`src/rtl/pattern_load_write.sv`:
```
// Writer side of the DDR3 pattern store: packs a 32-bit host stream into header + body beats.
// Optional body-word checksum enabled by defining PAT_WR_CHECKSUM_EN.
module pattern_load_write #(
  parameter int unsigned DATA_W = 256,
  parameter int unsigned ADDR_W = 22,
  parameter int unsigned IN_W   = 32
) (
  input  logic                  ddr_emif_clk,
  input  logic                  ddr_emif_rst_n,
  input  logic [ADDR_W-1:0]     base_addr,
  input  logic                  s_valid,
  input  logic                  s_sop,
  input  logic [IN_W-1:0]       s_data,
  output logic                  s_ready,
  input  logic                  ddr_emif_ready,
  output logic                  ddr_emif_write,
  output logic                  ddr_emif_read,
  output logic [ADDR_W-1:0]     ddr_emif_addr,
  output logic [DATA_W-1:0]     ddr_emif_write_data,
  output logic [DATA_W/8-1:0]   ddr_emif_byte_enable,
  output logic [4:0]            ddr_emif_burst_count,
  output logic                  busy,
  output logic                  done,
  output logic                  error,
  output logic [31:0]           pat_checksum
);

  localparam int unsigned WPB = DATA_W / IN_W;
  localparam int unsigned SW  = $clog2(WPB);
  localparam int unsigned BSH = $clog2(DATA_W);
  localparam int unsigned WSH = $clog2(IN_W);
  localparam int unsigned CW  = IN_W + 1;
  localparam logic [SW-1:0] LAST_SLOT = SW'(WPB - 1);
  localparam logic [CW-1:0] ONE = CW'(1);

  typedef enum logic [2:0] {IDLE, HDR_COL, HDR_WR, BODY_COL, BODY_WR, DONE} state_t;

  state_t              state;
  logic [DATA_W-1:0]   beat;
  logic [ADDR_W-1:0]   addr;
  logic [SW-1:0]       slot;
  logic [CW-1:0]       word_cnt, beat_cnt, n_words, n_beats;
  logic                acc, take_sop;
  logic [DATA_W-1:0]   placed;
  logic [IN_W-1:0]     tot;
  logic [CW-1:0]       need_beats, need_words;

  assign acc      = s_valid & s_ready;
  assign take_sop = acc & s_sop & ((state == IDLE) || (state == HDR_COL) || (state == BODY_COL));
  // Incoming word lands at the MSB end and is shifted down to its slot; beat is pre-cleared.
  assign placed   = {s_data, {(DATA_W-IN_W){1'b0}}} >> (IN_W * int'(slot));
  assign tot        = beat[DATA_W-1-2*IN_W -: IN_W];
  assign need_beats = CW'(tot >> BSH) + CW'(|tot[BSH-1:0]);
  assign need_words = CW'(tot >> WSH) + CW'(|tot[WSH-1:0]);

  assign ddr_emif_read        = 1'b0;
  assign ddr_emif_burst_count = 5'd1;
  assign ddr_emif_addr        = addr;
  assign ddr_emif_write_data  = beat;
  assign ddr_emif_byte_enable = {(DATA_W/8){ddr_emif_write}};

  always_ff @(posedge ddr_emif_clk or negedge ddr_emif_rst_n) begin
    if (!ddr_emif_rst_n) begin
      state          <= IDLE;
      beat           <= '0;
      addr           <= '0;
      slot           <= '0;
      word_cnt       <= '0;
      beat_cnt       <= '0;
      n_words        <= '0;
      n_beats        <= '0;
      s_ready        <= 1'b0;
      ddr_emif_write <= 1'b0;
      busy           <= 1'b0;
      done           <= 1'b0;
      error          <= 1'b0;
    end else begin
      done  <= 1'b0;
      error <= 1'b0;
      if (take_sop) begin
        // A sop mid-pattern aborts and restarts header collection with this word.
        state   <= HDR_COL;
        beat    <= {s_data, {(DATA_W-IN_W){1'b0}}};
        addr    <= base_addr;
        slot    <= SW'(1);
        s_ready <= 1'b1;
        busy    <= 1'b1;
        error   <= (state != IDLE);
      end else begin
        case (state)
          IDLE: s_ready <= 1'b1;
          HDR_COL: if (acc) begin
            beat <= beat | placed;
            slot <= slot + SW'(1);
            if (slot == LAST_SLOT) begin
              state          <= HDR_WR;
              s_ready        <= 1'b0;
              ddr_emif_write <= 1'b1;
              n_beats        <= need_beats;
              n_words        <= need_words;
            end
          end
          HDR_WR: if (ddr_emif_ready) begin
            ddr_emif_write <= 1'b0;
            addr           <= addr + ADDR_W'(1);
            if (n_beats == '0) begin
              state <= DONE;
              done  <= 1'b1;
            end else begin
              state    <= BODY_COL;
              s_ready  <= 1'b1;
              beat     <= '0;
              slot     <= '0;
              word_cnt <= '0;
              beat_cnt <= '0;
            end
          end
          BODY_COL: if (acc) begin
            beat     <= beat | placed;
            slot     <= slot + SW'(1);
            word_cnt <= word_cnt + ONE;
            if ((slot == LAST_SLOT) || (word_cnt + ONE == n_words)) begin
              state          <= BODY_WR;
              s_ready        <= 1'b0;
              ddr_emif_write <= 1'b1;
            end
          end
          BODY_WR: if (ddr_emif_ready) begin
            ddr_emif_write <= 1'b0;
            addr           <= addr + ADDR_W'(1);
            beat_cnt       <= beat_cnt + ONE;
            if (beat_cnt + ONE == n_beats) begin
              state <= DONE;
              done  <= 1'b1;
            end else begin
              state   <= BODY_COL;
              s_ready <= 1'b1;
              beat    <= '0;
              slot    <= '0;
            end
          end
          DONE: begin
            state   <= IDLE;
            busy    <= 1'b0;
            s_ready <= 1'b1;
          end
          default: state <= IDLE;
        endcase
      end
    end
  end

`ifdef PAT_WR_CHECKSUM_EN
  logic [31:0] cks;
  always_ff @(posedge ddr_emif_clk or negedge ddr_emif_rst_n) begin
    if (!ddr_emif_rst_n)
      cks <= '0;
    else if (take_sop)
      cks <= '0;
    else if (acc && (state == BODY_COL))
      cks <= cks + 32'(s_data);
  end
  assign pat_checksum = cks;
`else
  assign pat_checksum = '0;
`endif

endmodule
```
`config.mk`:
```
export PLATFORM = sky130hd
export DESIGN_NAME = pattern_load_write
export DESIGN_NICKNAME = d
export VERILOG_FILES = /design/src/rtl/pattern_load_write.sv
export SDC_FILE = /design/constraint.sdc
export NUM_CORES = 1
export LEC_CHECK = 0
export CORE_UTILIZATION = 25
export DETAILED_ROUTE_END_ITERATION = 8
export GPL_TIMING_DRIVEN = 0
export PLACE_DENSITY = 0.55
export SLEW_MARGIN = 0
export SYNTH_ARGS = -nofsm -noshare
export SYNTH_HDL_FRONTEND = slang
export SYNTH_SLANG_ARGS = --single-unit
export TNS_END_PERCENT = 100
```
`constraint.sdc`:
```
create_clock -name ddr_emif_clk -period 4.9 [get_ports ddr_emif_clk]
set_input_delay 0.735 -clock ddr_emif_clk [delete_from_list [all_inputs] [get_ports ddr_emif_clk]]
set_output_delay 0.735 -clock ddr_emif_clk [all_outputs]
set_load 0.01 [all_outputs]
```
Run 1, ports around the boundary:
Drawn at 1.5 px/µm. Pins as bars across the die edge, other pins in grey.
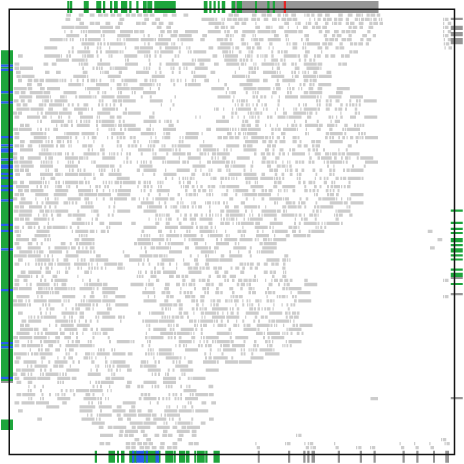
| colour | port | pins | direction | edge |
|---|---|---|---|---|
| blue | s_data | 32 | input | 23 left, 9 bottom |
| red | busy | 1 | output | top |
| green | ddr_emif_write_data | 256 | output | 144 left, 53 top, 44 bottom, 15 right |
port bufs: 372
die height: 296 µm
die width: 296 µm

Run 1, wiring by layer:
Drawn at 1.5 px/µm. Two of the layers only.
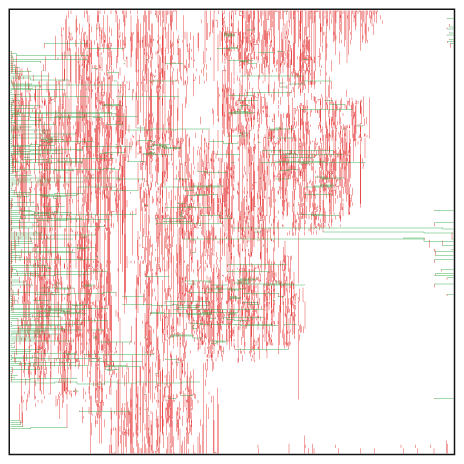
| colour | layer | wire length |
|---|---|---|
| green | metal 3 | 7330 µm |
| red | metal 2 | 42.6 mm |
WL/cell: 21.7 µm
final wirelength: 90200 µm

Run 1, cells by drive strength:
Drawn at 1.5 px/µm.
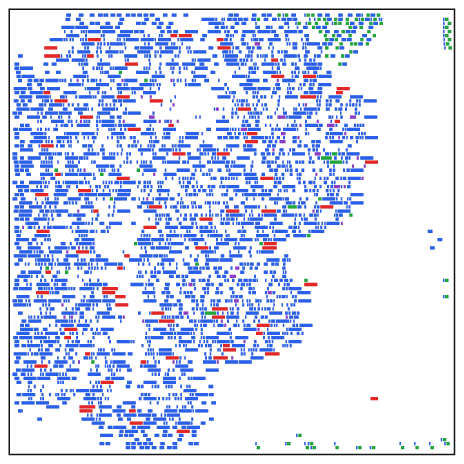
| colour | size | cells | share |
|---|---|---|---|
| red | _6 and larger | 79 | 2.6% |
| green | _3 and _4 cells | 91 | 3.0% |
| blue | _0 and _1 cells | 2774 | 92% |
| purple | _2 cells | 66 | 2.2% |
fin area: 28600 µm²
final worst setup slack: 288 ps
Area growth syn-to-layout: 32.6%
Non-Clock Buffer Count: 649

==> results.sh, run 1 <==
# yosys + openroad results
export IMPL_io_pins=412
export IMPL_post_cts_buffers=0
export IMPL_root_buffer="clkbuf_16"
export IMPL_period_minus_slack_ps=4610
export IMPL_syn_avg_cell_area_um2=8.59
export IMPL_fin_crit_sh=0.941
export IMPL_max_cap_viol_count=0
export IMPL_grt_usage=0.202
export IMPL_netlist_instances=2513
export IMPL_worstSetupPathType="flip-flop to flip-flop"
export IMPL_p_leak_nw=12.2
export IMPL_clock_latency_ps=620
export IMPL_numCtsBuffers=47
export IMPL_wl_met1_um=37400
export IMPL_path_max_fanout=10
export IMPL_status="complete, no violations"
export IMPL_edf_count=0
export IMPL_cts_sinks=408
export IMPL_worst_pin_slew_ps=1240
export IMPL_whs_ps=76.2
export IMPL_grt_pass1_wl_um=133000
export IMPL_drt_first_pass_iters=7
export IMPL_ir_drop_mv=0.222
==> run 1: report_power, final <==
part	internal (mW)	total, mW	switching (mW)
clock	2.20	3.80	1.60
combinational	0.0737	0.213	0.139
sequential	3.37	3.37	0
total	5.65	7.38	1.74
==> run 1: cells by family after synthesis <==
logic type | count (synthesis) | share of synthesized area
fa+ha+maj | 9 | 0.00522
simple gates | 1089 | 0.242
xor+xnor | 120 | 0.0487
flops | 408 | 0.473
mux | 7 | 0.00330
other cells | 2 | 0.000348
compound gates | 589 | 0.157
buf+inv | 289 | 0.0702
==> run 1: how the worst max path moves through the flow <==
| stage | start | slack, ps | endpoint |
|---|---|---|---|
| detailed placement | beat_cnt[0] | 250 | ddr_emif_write_data[251] |
| floorplan | beat_cnt[0] | 1500 | slot[0] |
| global route | beat_cnt[0] | 50 | ddr_emif_write_data[75] |
| CTS | beat_cnt[0] | 230 | ddr_emif_write_data[249] |
| global placement | ddr_emif_rst_n | -16330 | ddr_emif_write_data[149] |
| finish | beat_cnt[0] | 290 | ddr_emif_write_data[249] |
==> run 1: cells in the mapped netlist, types with 42 or more instances <==
library cell,number,area share
o21ai_0,169,0.039
buf_4,82,0.029
xor2_1,55,0.022
nand3_1,65,0.015
dfrtp_1,408,0.47
nor2_1,322,0.056
buf_2,42,0.0097
xnor2_1,65,0.026
nand4_1,49,0.014
clkbuf_1,133,0.023
a21oi_1,271,0.063
nand2_1,224,0.039
nor3_1,256,0.059
==> run 1: flip-flops by register name, indices dropped and copies added, names as in the netlist <==
signal	flops
state	3
word_cnt	33
s_ready	1
ddr_emif_write	1
done	1
n_beats	25
ddr_emif_addr	22
beat_cnt	33
ddr_emif_write_data	256
error	1
slot	3
n_words	28
busy	1
==> run 2: changes to the inputs <==
--- a/config.mk
+++ b/config.mk
@@ -8,6 +8,7 @@
 export CORE_UTILIZATION = 25
 export DETAILED_ROUTE_END_ITERATION = 8
 export GPL_TIMING_DRIVEN = 0
+export HOLD_SLACK_MARGIN = 0.06
 export PLACE_DENSITY = 0.55
 export SLEW_MARGIN = 0
 export SYNTH_ARGS = -nofsm -noshare
Run 2, placed standard cells:
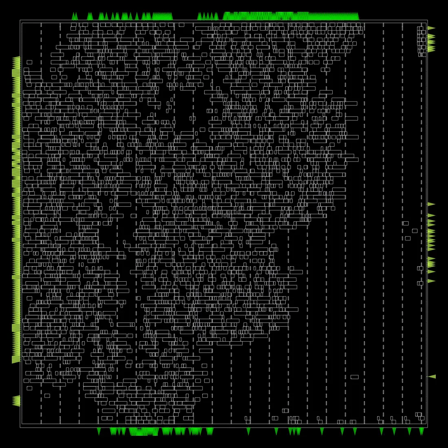
Finished Layout Cells: 4154
Filler cells: 9141
flop share of the area: 0.357

Run 2, wiring by layer:
Drawn at 1.5 px/µm. Two of the layers only.
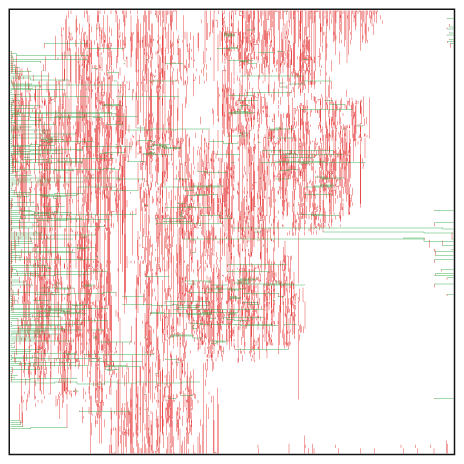
| colour | layer | wire length |
|---|---|---|
| red | metal 2 | 42.6 mm |
| green | metal 3 | 7330 µm |
GRT Util Overall: 0.202
Vias: 20500

Run 2, cells by drive strength:
Drawn at 1.5 px/µm.
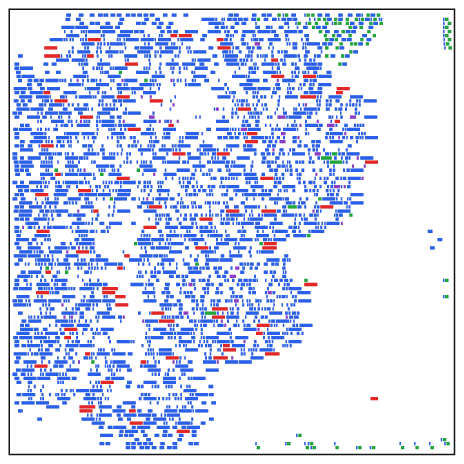
| colour | size | cells | share |
|---|---|---|---|
| blue | _0 and _1 cells | 2774 | 92% |
| red | _6 and larger | 79 | 2.6% |
| purple | _2 cells | 66 | 2.2% |
| green | _3 and _4 cells | 91 | 3.0% |

==> results.sh, run 2 <==
# yosys + openroad results
export IMPL_path_max_fanout=10
export IMPL_die_height_um=296
export IMPL_top_cell_area_share=0.473
export IMPL_largest_register_ffs=256
export IMPL_cts_resized=0
export IMPL_status="complete, no violations"
export IMPL_drive_gt1_frac=0.0784
export IMPL_max_cap_viol_count=0
export IMPL_drt_first_pass_iters=7
export IMPL_area_growth_pct=32.6
export IMPL_wirelength_um=90200
export IMPL_syn_avg_cell_area_um2=8.59
export IMPL_cts_sinks=408
export IMPL_worstSetupPathType="flip-flop to flip-flop"
export IMPL_period_minus_slack_ps=4610
export IMPL_port_buffers=372
export IMPL_top_cells_by_count="408 x dfrtp_1, 322 x nor2_1, 271 x a21oi_1"
export IMPL_numCtsBuffers=47
export IMPL_wl_per_cell_um=21.7
export IMPL_final_common_cell="dfrtp_1"
export IMPL_synth_most_common_cell="dfrtp_1"
export IMPL_netlist_instances=2513
export IMPL_drc_errors=0
export IMPL_die_x_um=296
export IMPL_io_pins=412
export IMPL_grt_pass1_wl_um=133000
export IMPL_p_leak_nw=12.2
export IMPL_layout_setup_ws_ps=288
export IMPL_synth_top_cell_by_area="dfrtp_1"
export IMPL_final_area_um2=28600
export IMPL_clock_latency_ps=620
export IMPL_worst_pin_slew_ps=1240
export IMPL_dpl_cell_area_um2=27000
export IMPL_nets=3042
-- run 2: worst paths after layout --
path                                       endpoint                startpoint
max                        ddr_emif_write_data[249]               beat_cnt[0]
min                                    word_cnt[31]            ddr_emif_rst_n
max reg2reg                ddr_emif_write_data[249]               beat_cnt[0]
min reg2reg                ddr_emif_write_data[101]  ddr_emif_write_data[101]
max in group asynchronous          ddr_emif_addr[3]            ddr_emif_rst_n
min in group ddr_emif_clk                  state[2]            ddr_emif_ready
-- run 2: cell type report --
| cell class | instances | share of cell area |
|---|---|---|
| clock buffer | 68 | 0.0473 |
| multi-input combinational | 1852 | 0.350 |
| buffer | 273 | 0.0508 |
| clock inverter | 17 | 0.00961 |
| sequential | 408 | 0.357 |
| timing repair buffer | 376 | 0.134 |
| inverter | 16 | 0.00210 |
| tap | 1144 | 0.0500 |
-- run 2: kinds of logic after synthesis --
family / share of synthesized area
simple gates: 0.242
compound gates: 0.157
flops: 0.473
buf+inv: 0.0702
xor+xnor: 0.0487
fa+ha+maj: 0.00522
mux: 0.00330
other cells: 0.000348
-- run 2: layer usage --
metal	track usage	wire, µm	vias up
met5	0	11	-
met4	0.0642	2860	2
met3	0.0532	7330	127
met2	0.333	42600	713
met1	0.257	37400	10000
li1	-	-	9669
-- run 2: worst reg2reg max path, cell delays in order (launching register included) --
cell     delay [ps]
dfrtp_1         470
ha_1            380
nand3_1         240
nor4_1          920
nand3_1         250
xnor2_1         180
or3_1           370
nor4_2          360
a41oi_2         270
nand2_1         510
buf_2           400
a22o_1          210
-- run 2: where the power goes --
group / total [mW] / switching (mW) / internal [mW]
sequential: 3.37 / 0 / 3.37
clock: 3.80 / 1.60 / 2.20
combinational: 0.213 / 0.139 / 0.0737
total: 7.38 / 1.74 / 5.65
Run 2, ports around the boundary:
Drawn at 1.5 px/µm. Pins as bars across the die edge, other pins in grey.
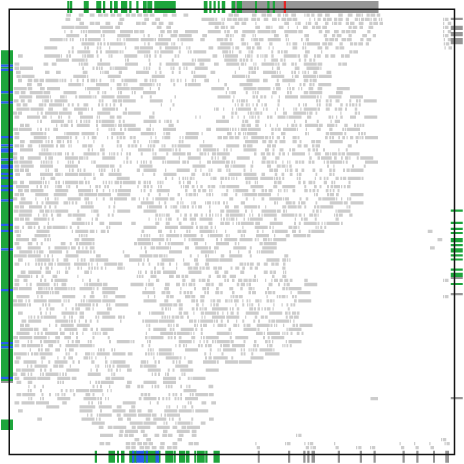

==> run 3: changes to the inputs <==
--- a/config.mk
+++ b/config.mk
@@ -5,11 +5,11 @@
 export SDC_FILE = /design/constraint.sdc
 export NUM_CORES = 1
 export LEC_CHECK = 0
-export CORE_UTILIZATION = 25
+export CORE_UTILIZATION = 49
 export DETAILED_ROUTE_END_ITERATION = 8
 export GPL_TIMING_DRIVEN = 0
 export HOLD_SLACK_MARGIN = 0.06
-export PLACE_DENSITY = 0.55
+export PLACE_DENSITY = 0.87
 export SLEW_MARGIN = 0
 export SYNTH_ARGS = -nofsm -noshare
 export SYNTH_HDL_FRONTEND = slang
Run 3, ports around the boundary:
Drawn at 2 px/µm. Pins as bars across the die edge, other pins in grey.
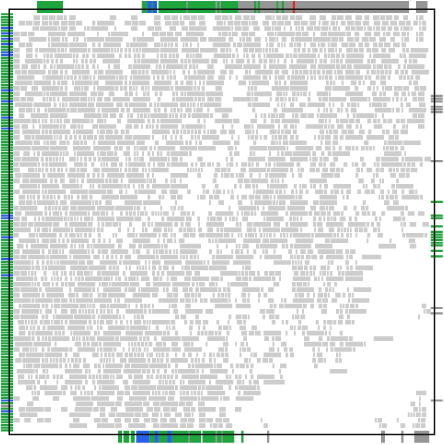
| colour | port | pins | direction | edge |
|---|---|---|---|---|
| blue | s_data | 32 | input | 17 left, 11 bottom, 4 top |
| green | ddr_emif_write_data | 256 | output | 136 left, 62 top, 46 bottom, 12 right |
| red | busy | 1 | output | top |
all pins by edge: 164 top, 154 left, 72 bottom, 22 right
die width: 212 µm
die height: 212 µm

Run 3, cells by drive strength:
Drawn at 2 px/µm.
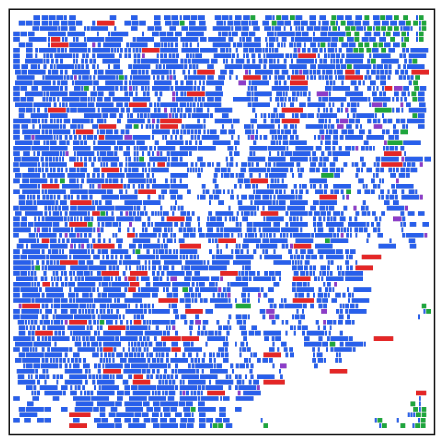
| colour | size | cells | share |
|---|---|---|---|
| green | _3 and _4 cells | 90 | 3.0% |
| red | _6 and larger | 78 | 2.6% |
| purple | _2 cells | 69 | 2.3% |
| blue | _0 and _1 cells | 2770 | 92% |
final worst setup slack: 318 ps
fin area: 27900 µm²
Area growth syn-to-layout: 29.4%

==> results.sh, run 3 <==
# yosys + openroad results
export IMPL_grtUsageMet1=0.455
export IMPL_p_seq_frac=0.456
export IMPL_yosys_area_share_simple=0.242
export IMPL_port_buffers=372
export IMPL_worst_pin_slew_ps=1330
export IMPL_clockPowerShare=0.516
export IMPL_clock_latency_ps=610
export IMPL_numCtsBuffers=45
export IMPL_pg_comb_uw=206
export IMPL_ys_top_cells_by_area="dfrtp_1 47%, a21oi_1 6.3%, nor3_1 5.9%, nor2_1 5.6%, o21ai_0 3.9%"
export IMPL_rr_startpoint="beat_cnt[0]"
export IMPL_largest_register_ffs=256
export IMPL_syn_avg_cell_area_um2=8.59
export IMPL_drt_first_pass_iters=8
export IMPL_worstSetupPathType="flip-flop to flip-flop"
export IMPL_xor_area_frac=0.0487
export IMPL_grt_util_met3=0.0976
export IMPL_path_max_fanout=10
export IMPL_post_cts_buffers=0
export IMPL_status="complete, no violations"
export IMPL_max_cap_viol_count=0
export IMPL_drive_gt1_frac=0.0788
export IMPL_whs_ps=71.3
export IMPL_p_clk_mw=3.81
export IMPL_top_logic_kind="simple AND/OR/NAND/NOR gates"
export IMPL_final_cells=3595
export IMPL_p_leak_nw=12.3
export IMPL_intPower_mw=5.73
export IMPL_worstSetupStartpoint="beat_cnt[0]"
export IMPL_ir_drop_mv=0.275
export IMPL_drc_errors=0
Run 3, wiring by layer:
Drawn at 2 px/µm. Two of the layers only.
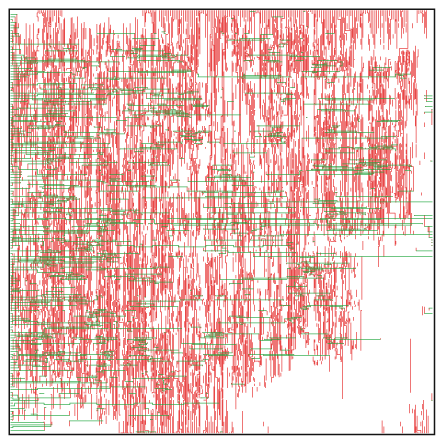
| colour | layer | wire length |
|---|---|---|
| red | metal 2 | 38.3 mm |
| green | metal 3 | 9090 µm |
WL/cell: 23.0 µm
GRT Util Overall: 0.369
final wirelength: 82700 µm

[run 3: cell types whose count changed in the layout (fill, tap and decap cells not counted), sizes merged]
| cell | delta |
|---|---|
| bufinv | +4 |
| clkbuf | -10 |
| clkinv | +6 |
| clkinvlp | -3 |
| diode | +3 |
[run 3: path summary, 6_finish.rpt]
path	endpoint	cells past startpoint	slack, ps
worst max-delay path	ddr_emif_write_data[60]	12	320
worst min-delay path	word_cnt[21]	1	70
worst max register to register	ddr_emif_write_data[60]	12	320
worst min register to register	ddr_emif_write_data[120]	2	500
max in group asynchronous	ddr_emif_write_data[246]	4	3110
min in group ddr_emif_clk	state[2]	2	460
[run 3: logic make-up (layout without fill, tap and decap cells)]
family,count (synthesis),after routing
mux,7,7
xor+xnor,120,120
fa+ha+maj,9,9
simple gates,1089,1089
buf+inv,289,747
compound gates,589,589
other cells,2,41
flops,408,408
[run 3: critical path: stages, from the launching register on]
cell	delay [ps]
dfrtp_1	480
ha_1	370
nand3_1	230
nor4_1	820
nand3_1	240
xnor2_1	170
or3_1	360
nor4_2	380
a41oi_2	320
buf_2	350
clkbuf_1	400
a21oi_1	280
nor2_1	50
[run 3: area by class of cell]
type,instances,area [µm²],share of cell area
inverter,16,60.1,0.00215
tap,585,732,0.0262
sequential,408,10200,0.365
clock inverter,24,399,0.0143
buffer,273,1460,0.0521
antenna,3,7.51,0.000269
timing repair buffer,376,3840,0.137
multi-input combinational,1852,10000,0.358
clock buffer,58,1240,0.0445
[run 3: layer usage]
| metal | vias to the layer above | wire length (µm) |
|---|---|---|
| met3 | 300 | 9090 |
| met1 | 10600 | 30600 |
| met5 | - | 0 |
| li1 | 9684 | - |
| met2 | 1352 | 38300 |
| met4 | 0 | 4680 |

==> screenshots <==
Port wiring.
Drawn at 1 px/µm.
panel A
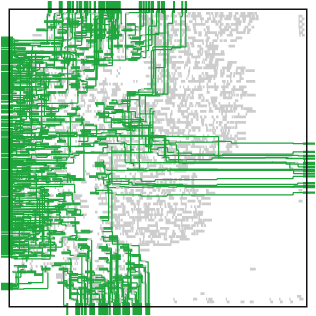
panel B
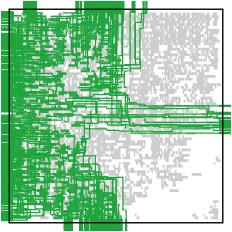
panel A -> run 1
panel B -> run 3
Of these, largest die: panel A
Of these, most cells: panel A

Key to panel B:
| colour | port | bits | direction | edge | end cells | wire |
|---|---|---|---|---|---|---|
| green | ddr_emif_write_data | 256 | output | 136 left, 62 top, 46 bottom, 12 right | 256 | 16300 µm |

Power figures rest on the tool's default switching activity, not on a simulated workload.
